--- src/rtl/perf_mon_pkg.sv ---
// Shared definitions for the pipeline performance monitor: FSM encoding,
// event channel indices and readout select constants.
package perf_mon_pkg;

  typedef enum logic [1:0] {
    StIdle = 2'd0,
    StRun  = 2'd1,
    StHold = 2'd2,
    StDone = 2'd3
  } perf_state_e;

  // Event channel indices into evt_i
  localparam int unsigned EVT_STALL = 0;
  localparam int unsigned EVT_FLUSH = 1;

  // Readout select for the elapsed-cycle counter; channel k is at select k+1
  localparam int unsigned SEL_CYCLE = 0;

endpackage

--- src/rtl/perf_event_counter.sv ---
// One CNT_W-bit event counter with synchronous clear and a sticky overflow flag.
// Build option: PERF_SATURATE_EN makes the counter stick at all-ones instead of wrapping.
module perf_event_counter #(
  parameter int unsigned CNT_W = 32
) (
  input  logic             clk_i,
  input  logic             rst_i,
  input  logic             clr_i,
  input  logic             inc_i,
  output logic [CNT_W-1:0] cnt_o,
  output logic             ovf_o
);

  logic [CNT_W-1:0] cnt_q, cnt_d;
  logic             ovf_q, ovf_d;

  // Next count: clear wins over increment; all-ones + 1 flags overflow
  always_comb begin
    cnt_d = cnt_q;
    ovf_d = ovf_q;
    if (clr_i) begin
      cnt_d = '0;
      ovf_d = 1'b0;
    end else if (inc_i) begin
      if (&cnt_q) begin
        ovf_d = 1'b1;
`ifdef PERF_SATURATE_EN
        cnt_d = cnt_q;
`else
        cnt_d = '0;
`endif
      end else begin
        cnt_d = cnt_q + CNT_W'(1);
      end
    end
  end

  // Counter and overflow state
  always_ff @(posedge clk_i) begin
    if (rst_i) begin
      cnt_q <= '0;
      ovf_q <= 1'b0;
    end else begin
      cnt_q <= cnt_d;
      ovf_q <= ovf_d;
    end
  end

  assign cnt_o = cnt_q;
  assign ovf_o = ovf_q;

endmodule

--- src/rtl/perf_monitor.sv ---
// Pipeline performance monitor: counts elapsed run cycles and NUM_EVT event channels,
// stops at MAX_CYCLES (0 = unlimited), and exposes counters through a request/ack port.
// Build option: PERF_SATURATE_EN (inside perf_event_counter) selects saturating counters.
module perf_monitor
  import perf_mon_pkg::*;
#(
  parameter  int unsigned NUM_EVT    = 2,
  parameter  int unsigned CNT_W      = 32,
  parameter  int unsigned MAX_CYCLES = 64,
  localparam int unsigned SEL_W      = $clog2(NUM_EVT + 1)
) (
  input  logic               clk_i,
  input  logic               rst_i,
  input  logic               start_i,
  input  logic               clr_i,
  input  logic               freeze_i,
  input  logic [NUM_EVT-1:0] evt_i,
  input  logic               rd_req_i,
  input  logic [SEL_W-1:0]   rd_sel_i,
  output logic               rd_ack_o,
  output logic [CNT_W-1:0]   rd_data_o,
  output logic               done_o,
  output logic [NUM_EVT:0]   ovf_o
);

  localparam logic [CNT_W-1:0] LastCycle = CNT_W'(MAX_CYCLES - 1);

  perf_state_e state_q, state_d;
  logic        count_en;
  logic        done_q;
  logic [NUM_EVT:0]            inc;
  logic [NUM_EVT:0][CNT_W-1:0] cnt;
  logic [CNT_W-1:0]            rd_mux;
  logic                        rd_ack_q;
  logic [CNT_W-1:0]            rd_data_q;

  // Next state and count enable; clear beats freeze, freeze beats counting
  always_comb begin
    state_d  = state_q;
    count_en = 1'b0;
    if (clr_i) begin
      state_d = StIdle;
    end else begin
      unique case (state_q)
        StIdle: if (start_i) state_d = StRun;
        StRun: begin
          if (freeze_i) begin
            state_d = StHold;
          end else if (start_i) begin
            count_en = 1'b1;
            // The cycle counter is about to reach the limit
            if ((MAX_CYCLES != 0) && (cnt[SEL_CYCLE] == LastCycle)) state_d = StDone;
          end
        end
        StHold: if (!freeze_i) state_d = StRun;
        StDone: state_d = StDone;
        default: state_d = StIdle;
      endcase
    end
  end

  // FSM state and registered done flag
  always_ff @(posedge clk_i) begin
    if (rst_i) begin
      state_q <= StIdle;
      done_q  <= 1'b0;
    end else begin
      state_q <= state_d;
      done_q  <= (state_d == StDone);
    end
  end

  // Per-counter increment strobes: slot 0 is the cycle counter, slot k+1 is channel k
  always_comb begin
    inc            = '0;
    inc[SEL_CYCLE] = count_en;
    for (int k = 0; k < NUM_EVT; k++) begin
      inc[k+1] = count_en & evt_i[k];
    end
  end

  for (genvar g = 0; g <= NUM_EVT; g++) begin : g_cnt
    perf_event_counter #(
      .CNT_W(CNT_W)
    ) u_cnt (
      .clk_i(clk_i),
      .rst_i(rst_i),
      .clr_i(clr_i),
      .inc_i(inc[g]),
      .cnt_o(cnt[g]),
      .ovf_o(ovf_o[g])
    );
  end

  // Readout select; out-of-range selects read as zero
  always_comb begin
    rd_mux = '0;
    for (int k = 0; k <= NUM_EVT; k++) begin
      if (rd_sel_i == SEL_W'(k)) rd_mux = cnt[k];
    end
  end

  // Readout register: captures the pre-increment value, holds between requests
  always_ff @(posedge clk_i) begin
    if (rst_i) begin
      rd_ack_q  <= 1'b0;
      rd_data_q <= '0;
    end else begin
      rd_ack_q <= rd_req_i;
      if (rd_req_i) rd_data_q <= rd_mux;
    end
  end

  assign rd_ack_o  = rd_ack_q;
  assign rd_data_o = rd_data_q;
  assign done_o    = done_q;

endmodule

--- config.mk ---
export PLATFORM = sky130hd
export DESIGN_NAME = perf_monitor
export DESIGN_NICKNAME = d
export VERILOG_FILES = /design/src/rtl/perf_mon_pkg.sv /design/src/rtl/perf_event_counter.sv /design/src/rtl/perf_monitor.sv
export SDC_FILE = /design/constraint.sdc
export NUM_CORES = 1
export LEC_CHECK = 0
export CAP_MARGIN = 20
export CORE_ASPECT_RATIO = 2
export CORE_MARGIN = 2
export CORE_UTILIZATION = 46
export CTS_CLUSTER_SIZE = 8
export DETAILED_ROUTE_END_ITERATION = 12
export PLACE_DENSITY = 0.63
export SYNTH_ARGS = -nofsm -noshare
export SYNTH_HDL_FRONTEND = slang
export SYNTH_SLANG_ARGS = --single-unit
--- constraint.sdc ---
create_clock -name clk_i -period 6.8 [get_ports clk_i]
set_input_delay 1.36 -clock clk_i [delete_from_list [all_inputs] [get_ports clk_i]]
set_output_delay 1.36 -clock clk_i [all_outputs]
set_load 0.02 [all_outputs]
==> results.json, run 1 <==
{
  "pre_cts_slack_ns": 2.48,
  "intPower_mw": 1.49,
  "edf_count": 0,
  "postRouteAntennaNets": 0,
  "grt_max_degree": 66,
  "reg2reg_slack_ns": 3.92,
  "clk_latency_ns": 0.41,
  "maxSlewHeadroom": 0.320,
  "cp.required_ns": 7.09,
  "rsz0062_at_grt": "no",
  "synth_top_cell_by_area": "dfxtp_1",
  "post_cts_resized": 0,
  "tool_warnings": 26,
  "seq_power_share": 0.424,
  "period_minus_slack_ns": 3.89,
  "drive_gt1_frac": 0.0618,
  "gp_congestion": 0.914,
  "status": "finished, final reports clean",
  "design_area_um2": 7760,
  "hold_viol_final": 0,
  "r2r_end": "g_cnt[0].u_cnt.cnt_o[7]$_SDFFE_PP0N_",
  "max_cap_viol_count": 0,
  "switching_share": 0.216,
  "final_util": 0.555,
  "lay_top_cells": "nor2_1, dfxtp_1, nand3_1",
  "n_antenna_cell": 0,
  "fillCellCount": 1311,
  "io_pins": 47,
  "cts_tree": "built",
  "hold_depth": 2,
  "dpl_cell_area_um2": 7120,
  "combinationalPowerShare": 0.048,
  "fp.dieW_um": 88.6,
  "critPathMaxFanout": 23,
  "h-tree-depth": 4,
  "logic_area_um2": 3620,
  "ctsRootBufferMaster": "clkbuf_16"
}
-- run 1: final cells by class --
type | instances | share of cell area
tap | 189 | 0.0305
timing repair buffer | 53 | 0.0648
clock inverter | 12 | 0.0260
multi-input combinational | 608 | 0.466
sequential | 135 | 0.348
inverter | 15 | 0.00726
clock buffer | 18 | 0.0566
-- run 1: worst max-delay path, stage by stage --
cell	delay (ns)
clkdlybuf4s50_1	0.52
nand4bb_1	0.48
nor4_2	0.40
buf_4	0.26
nand4_1	0.23
o31ai_2	0.45
buf_4	0.36
nor2_1	0.09
-- run 1: layer usage --
metal	up-vias	track usage	part of all wire
li1	2889	-	-
met1	2830	0.282	0.36
met2	215	0.462	0.54
met3	57	0.0425	0.046
met4	0	0.138	0.051
met5	-	0	0
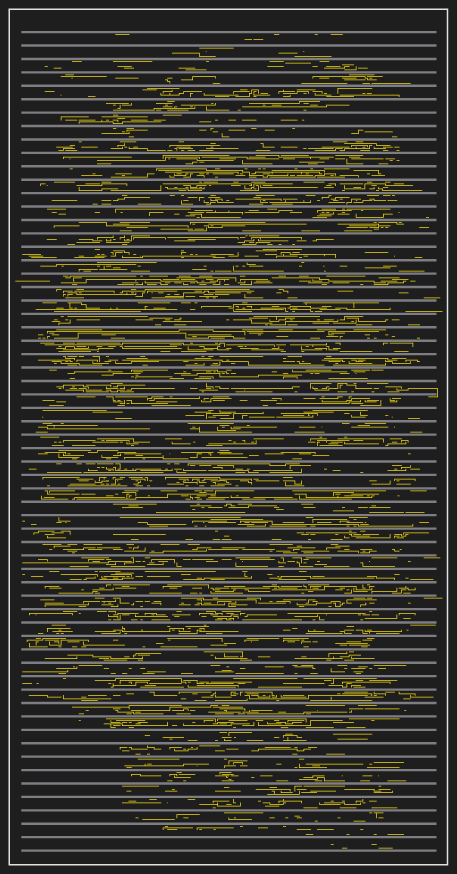
**Above:** run 1 (met1 routing).
Supply wires on this layer in gray.
share of all routed wire	36%
nets with wire on the layer	792
wire length on this layer	6,910 um

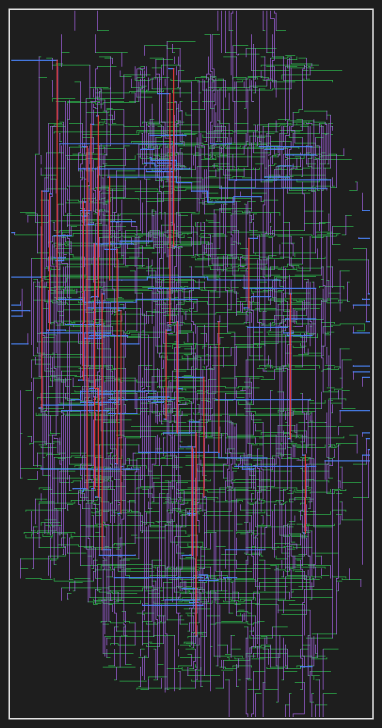
**Above:** run 1 (wiring by layer).
color	layer	wire length
green	metal 1	6,910 um
blue	metal 3	871 um
purple	metal 2	10,200 um
red	metal 4	970 um
Avg WL per Cell: 18.4 um
Total GRT Usage: 0.260

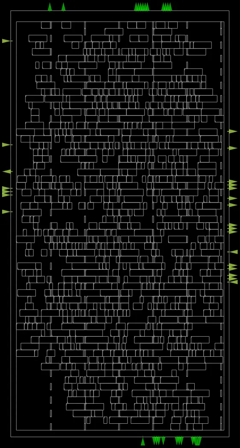
**Above:** run 1 (placed standard cells).
seq_cells: 135
non-filler cells, final: 1,030
Seq area share: 0.348
core area: 14,000 um2

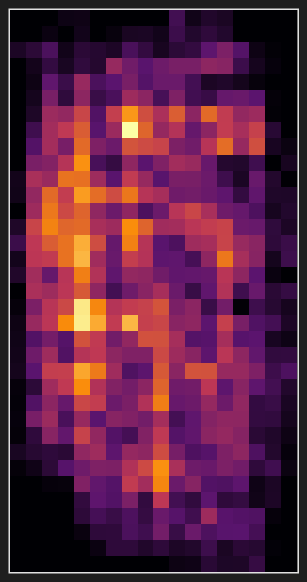
**Above:** run 1 (signal metal coverage by tile).
The die is cut into 18 by 35 equal tiles; black is low, pale yellow is high, scaled to the fullest tile. Values are wire area over tile area, all layers added.
emptiest ninth of the die	lower left
mean over tiles	0.20
fullest tile	0.74
WL final: 19,000 um
Via Count: 5,991

**Run 1: cells colored by class**

Scale bar: 20 um. Fill, decap, tap and diode cells in gray.
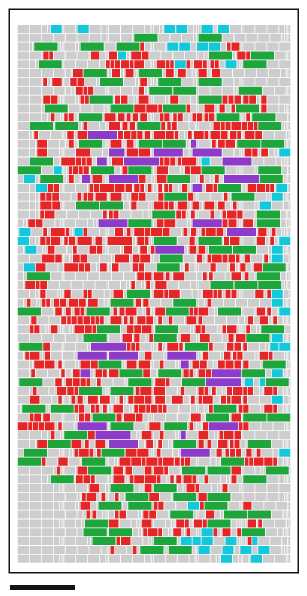

==> run 2: changes to the inputs <==
==> constraint.sdc (replaced) <==
create_clock -name clk_i -period 3.8 [get_ports clk_i]
set_input_delay 0.76 -clock clk_i [delete_from_list [all_inputs] [get_ports clk_i]]
set_output_delay 0.76 -clock clk_i [all_outputs]
set_load 0.02 [all_outputs]
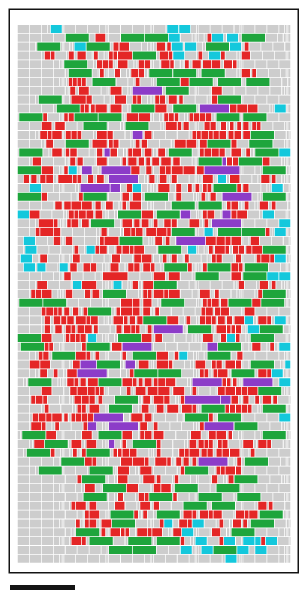
**Above:** run 2 (cells colored by class).
Scale bar: 20 um. Fill, decap, tap and diode cells in gray.
color	class	cells	share of their area
green	sequential cells	135	36%
red	combinational and other logic	623	49%
cyan	remaining buffers and delay cells	61	7.5%
purple	clock drivers and dummy loads	32	7.8%

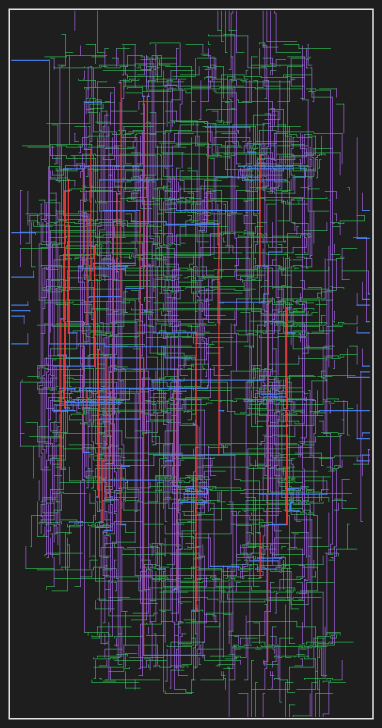
**Above:** run 2 (wiring by layer).
color	layer	wire length
blue	metal 3	766 um
red	metal 4	1,240 um
green	metal 1	7,030 um
purple	metal 2	10,300 um
WL final: 19,300 um
Via Count: 6,028

==> results.json, run 2 <==
{
  "critical_path.cell_chain": "clkdlybuf4s50_1 -> nand4bb_1 -> or3_1 -> or4_1 -> or3_1 -> a21oi_1",
  "hold_viol_final": 0,
  "period_minus_slack_ns": 2.82,
  "buffers": 61,
  "wl_per_cell_um": 18.6,
  "ff_count": 135,
  "hold_depth": 2,
  "n_clock_buffer": 19,
  "logic_gates": 608,
  "seq_area_frac": 0.348,
  "buffer_area_frac": 0.0726,
  "crit_top_cell": "or3_1",
  "postRouteAntennaNets": 0,
  "maxSlewHeadroom": 0.275,
  "grt_max_degree": 66,
  "fillCellCount": 1308,
  "stdcell_count": 1040,
  "r2r_end": "g_cnt[2].u_cnt.cnt_o[12]$_SDFFE_PP0P_",
  "max_cap_viol_count": 0,
  "edf_count": 0,
  "tool_warnings": 26,
  "logic_area_um2": 3610,
  "drive_gt1_frac": 0.0705,
  "design_area_um2": 7760,
  "taps": 189,
  "final-clk-cell-share": 0.0759,
  "reg2reg_slack_ns": 1.11,
  "groute.usage.overall": 0.261,
  "fp.dieW_um": 88.6,
  "coreArea_um2": 14000,
  "pre_cts_slack_ns": 0.564,
  "critPathMaxFanout": 7,
  "post_cts_resized": 0,
  "inverters": 15,
  "dpl_cell_area_um2": 7170,
  "final_util": 0.556,
  "h-tree-depth": 4,
  "critPathSlowestCell": "or4_1",
  "n_antenna_cell": 0,
  "status": "finished, final reports clean",
  "cp.required_ns": 4.14,
  "io_pins": 47,
  "switching_share": 0.237,
  "seq_power_share": 0.442,
  "rsz0062_at_grt": "no",
  "intPower_mw": 2.49
}
run 2: worst max-delay path, delay by kind of cell:
family / cells / cell delay, ns
buffers and inverters: 1 / 0.45
and+or+nand+nor: 4 / 1.78
AOI/OAI and AO/OA: 1 / 0.16
run 2: kinds of logic after synthesis:
group,Yosys count,share of synthesized area
AOI/OAI and AO/OA,103,0.0983
xor gates and xnor gates,79,0.105
adders and majority gates,3,0.00571
buffers and inverters,65,0.0405
DFF,135,0.411
muxes,32,0.0487
and+or+nand+nor,391,0.291
run 2: metal layers:
metal | global-route usage | routed length, um | vias up
met1 | 0.274 | 7030 | 2847
li1 | - | - | 2907
met5 | 0 | 0 | -
met2 | 0.461 | 10300 | 204
met3 | 0.0449 | 765 | 70
met4 | 0.165 | 1240 | 0
**Run 2: placed standard cells**

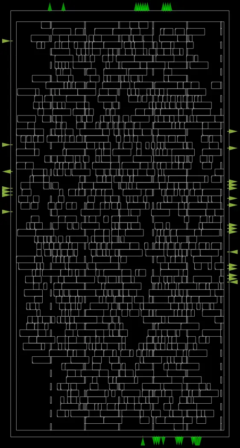

==> run 3: changes to the inputs <==
==> constraint.sdc (replaced) <==
create_clock -name clk_i -period 2.6 [get_ports clk_i]
set_input_delay 0.52 -clock clk_i [delete_from_list [all_inputs] [get_ports clk_i]]
set_output_delay 0.52 -clock clk_i [all_outputs]
set_load 0.02 [all_outputs]
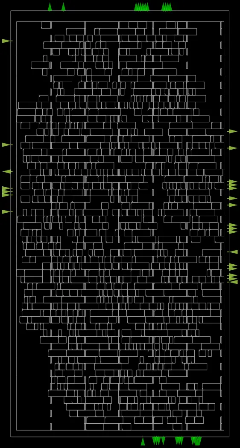
**Above:** run 3 (placed standard cells).
Tapcells: 189
row count: 61
non-filler cells, final: 1,070
Layout fillers: 1,275
Final Core Density: 0.576

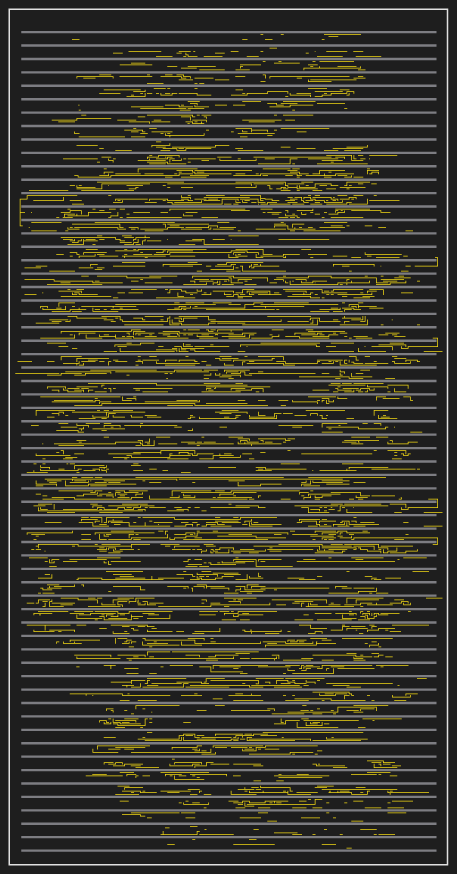
**Above:** run 3 (met1 routing).
Supply wires on this layer in gray.
share of all routed wire	38%
longest straight run	33.1 um
wire length on this layer	7,200 um
main direction	horizontal
nets with wire on the layer	826

==> results.json, run 3 <==
{
  "synth-xor-area-share": 0.105,
  "cp.required_ns": 2.96,
  "post_cts_resized": 0,
  "seq_area_frac": 0.336,
  "r2r_end": "done_o$_SDFF_PP0_",
  "io_pins": 47,
  "cp.depth": 7,
  "ff_count": 135,
  "n_antenna_cell": 0,
  "adder_share": 0.00571,
  "inverters": 15,
  "rsz0062_at_grt": "no",
  "buffers": 91,
  "critical_path.cell_chain": "ha_1 -> nand2_1 -> or2_2 -> nor4_1 -> buf_4 -> and2_1 -> o211a_1",
  "design_area_um2": 8050,
  "crit_family": "simple AND/OR/NAND/NOR gates",
  "clk_latency_ns": 0.42,
  "critPathSlowestCell": "nor4_1",
  "n_clock_buffer": 21,
  "max_cap_viol_count": 0,
  "grt_max_degree": 66,
  "yosys.area_share.aoi": 0.0983,
  "buffer_area_frac": 0.103,
  "synth.area.mux_share": 0.0487,
  "wl_per_cell_um": 17.6,
  "status": "finished, final reports clean",
  "drt_wl_total_um": 18900,
  "critPathMaxFanout": 5,
  "seq_power_share": 0.434,
  "logic_area_um2": 3610,
  "gp_congestion": 0.952,
  "edf_count": 0,
  "h-tree-depth": 4,
  "drive_gt1_frac": 0.102,
  "combinationalPowerShare": 0.054,
  "largest_class": "multi-input combinational cells",
  "top_logic_kind": "simple AND/OR/NAND/NOR gates",
  "logic_gates": 608,
  "period_minus_slack_ns": 2.38,
  "pre_cts_slack_ns": -0.158,
  "comb_area_frac": 0.449,
  "lay_top_cells": "nor2_1, dfxtp_1, nand3_1"
}
## run 3: cell count changes in the layout (fill, tap and decap cells not counted), sizes merged
| cell | before | now |
|---|---|---|
| clkinvlp | 2 | 4 |
| inv | 18 | 15 |
| buf | 17 | 47 |
| clkbuf | 19 | 21 |
| bufinv | 2 | 3 |
| clkinv | 6 | 4 |
## run 3: power groups by stage
stage               Combinational, mW  Sequential [mW]  Clock, mW
detailed placement              0.264             2.15          0
CTS                             0.264             2.11       2.52
global route                    0.283             2.11       2.61
finish                          0.264             2.11       2.49
global placement                0.261             2.15          0
floorplan                       0.118             2.18          0
## run 3: routing by layer
metal / vias up / routed length, um / GRT usage
met3: 66 / 681 / 0.0387
met1: 2883 / 7200 / 0.286
met2: 205 / 9810 / 0.440
met4: 0 / 1190 / 0.149
met5: - / 0 / 0
li1: 2966 / - / -
No activity file was given, so power comes from the tool's default toggle rates.
